==> config.mk <==
export PLATFORM = sky130hd
export DESIGN_NAME = turn_signal_ctrl
export DESIGN_NICKNAME = d
export VERILOG_FILES = /design/src/rtl/turn_signal_ctrl.sv
export SDC_FILE = /design/constraint.sdc
export NUM_CORES = 1
export LEC_CHECK = 0
export ABC_AREA = 1
export CORE_UTILIZATION = 67
export DETAILED_ROUTE_END_ITERATION = 7
export MAX_ROUTING_LAYER = met4
export PLACE_DENSITY_LB_ADDON = 0.3
export RECOVER_POWER = 25
export SYNTH_ARGS = -nofsm -noshare
export SYNTH_HDL_FRONTEND = slang
export SYNTH_SLANG_ARGS = --single-unit
==> constraint.sdc <==
create_clock -name clock -period 3.3 [get_ports clock]
set_input_delay 0.66 -clock clock [delete_from_list [all_inputs] [get_ports clock]]
set_output_delay 0.66 -clock clock [all_outputs]
set_load 0.005 [all_outputs]
final_congestion.png
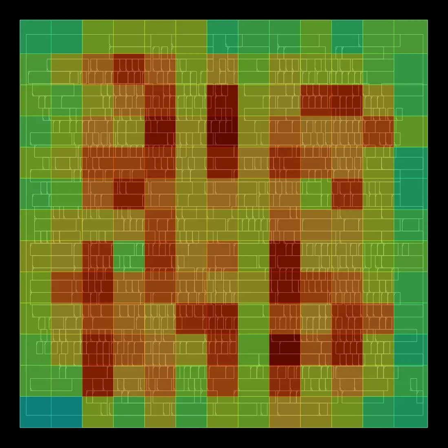
GR peak layer: met2
wire per inst: 12.94 um
Global Route met2 Usage: 47.39%
M1 GR Usage: 36.77%

gate_families.png
Scale: 4 px per um.
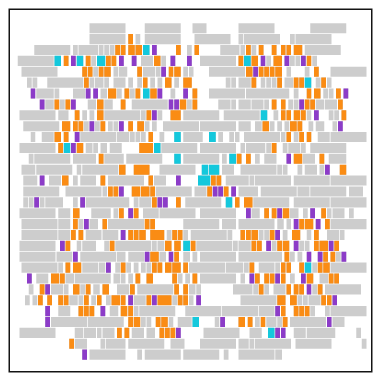
color	family	cells	most used
purple	inverters	81	inv_1
orange	NAND gates	238	nand2_1
cyan	inverting AOI/OAI gates	22	a21oi_1
final std cells w/o fill: 822
fraction of area in multi-input gates: 44.99%
Top cell excl fill/tap: nand2_1

met3.png
Scale: 4 px per um.
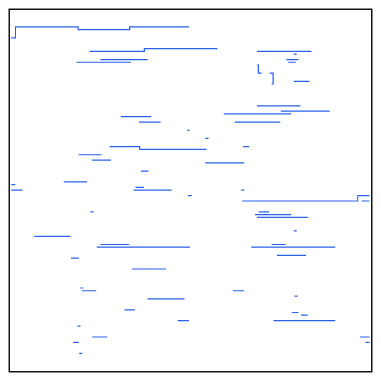
wire length on this layer	448 um
nets with wire on the layer	43
met3 GRT Util: 4.992%
via count: 4378
DRT Wirelength: 10640 um

drive_strength.png
Scale: 4 px per um.
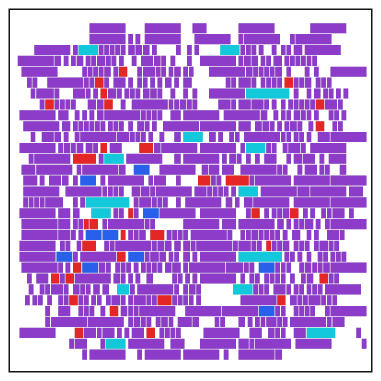
color	size	cells	share	most used
red	drive 2	33	4.6%	nor2_2
purple	drive 1 or less	666	92%	nand2_1
blue	drive 3 to 4	10	1.4%	nor2_4
cyan	drive 6 and up	14	1.9%	clkbuf_8
slack of the critical path: 1179 ps
cell area after layout: 5654 um2
Layout area overhead: 8.369%
number of non-clock buffers in the layout: 9

cell_classes.png
Scale: 4 px per um. Fill, decap, tap and diode cells in gray.
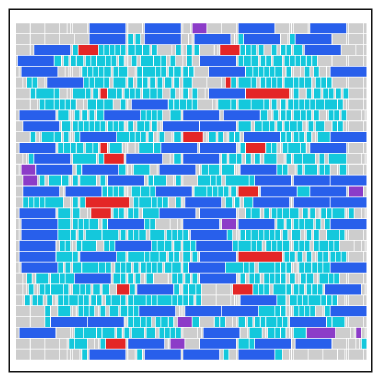
color	class	cells
red	clock drivers and dummy loads	16
purple	other buffers and delay cells	9
blue	flip-flops	94
cyan	all other logic	604
final core occ: 76.32%
Site Rows: 31

==> job_summary.md <==
## Synthesis and layout report

| Metric | Value |
|---|---|
| CP endpoint kind | `async pin` |
| Synth cell count leaders | `nand2_1, nor2_1, dfrtp_1, inv_1, nand3_1` |
| Chip height | `90.25 um` |
| I/O pin count | `10` |
| Final clock period utilization by the worst path | `64.27%` |
| Mapped Cells | `701` |
| Layout Nets | `727` |
| Routability cong. | `0.9132` |
| Top cells by area | `dfrtp_1, nand2_1, nor2_1` |
| Worst hold slack | `360.3 ps` |
| Basic Gates by Area | `37.63%` |
| Worst-path clk slew | `90 ps` |
| Total core area | `7408 um2` |
| Clock network fraction of total power | `42.2%` |
| P_int | `1.684 mW` |
| Top FF cell, synth | `dfrtp_1` |
| P per Cell Area | `378.2 nW/um2` |
| XOR Share, Synth | `7.842%` |
| Critical path's largest stage delay | `1500 ps` |
| Setup crit start kind | `input pin` |
| Num Clock Sinks | `94` |
| Final non-clock buffer share | `1.660%` |
| Inverters | `81` |
| Floorplan Nets | `710` |
| Final setup viols | `0` |
| CP Cell Sequence | `clkbuf_1` |
| Seq_cells | `94` |
| Reg power frac | `54.9%` |
| Fillcell total | `530` |
| Clock Tree Root | `clkbuf_8` |
| Mux share | `0%` |
| Hold depth | `0` |
| Psw | `0.4547 mW` |
| Avg Inst Size Synth | `7.443 um2` |
| Adders+Majority by Area | `0.9592%` |
| Cell count in the Yosys report | `701` |
| DRT Pass-1 Iters | `5` |
| Required time of the worst setup path | `3360 ps` |
| Vias per cell | `5.326` |
| FF-to-FF path depth | `4` |
| Clock buffer depth | `2` |
| Clock buffer count | `10` |
| Synth Warn # | `0` |
| Max-cap violations | `1` |
| Fraction of area in registers | `41.60%` |
| Seq cells post-synth | `94` |
| Post-route ant nets | `0` |
| Dpl ws | `1609 ps` |
| DR DRC count | `0` |
| Tool warnings | `26` |
| Max power group | `sequential cells` |
| Sequential Area | `2352 um2` |
| Run status | `finished, violations left` |
| Placed insts | `806` |
| P_leak | `2.526 nW` |
| CTS Buf Count | `9` |
| Congestion Overflow GR | `0` |
| Transition time of the tightest slew-check pin | `2138 ps` |
| Max rail drop VDD | `0.2492 mV` |
| Dominant class by area | `combinational gates` |
| Post-cts resize count | `0` |
| Seq group | `1.17 mW` |
| Vias in the first global route | `4241` |
| Max Slew Vio Count | `40` |
| HPWL Detailed | `7927 um` |
| CTS Hold Bufs | `0` |
| Tapcell Cnt | `99` |
| H-tree levels | `3` |
| Main logic family | `simple AND/OR/NAND/NOR gates` |
| Switch share | `21.27%` |
| Metal2 WL | `5245 um` |
| Ys async rst share | `100.0%` |
| Delay-heaviest family, CP | `buffers and inverters` |
| Failing checks | `max-capacitance violations, max-slew violations` |
| DR WL met3 | `447 um` |
| FP Util | `70.43%` |
| Die area | `8144 um2` |
| P_comb | `0.0630 mW` |
Power and IR drop assume default switching activity.
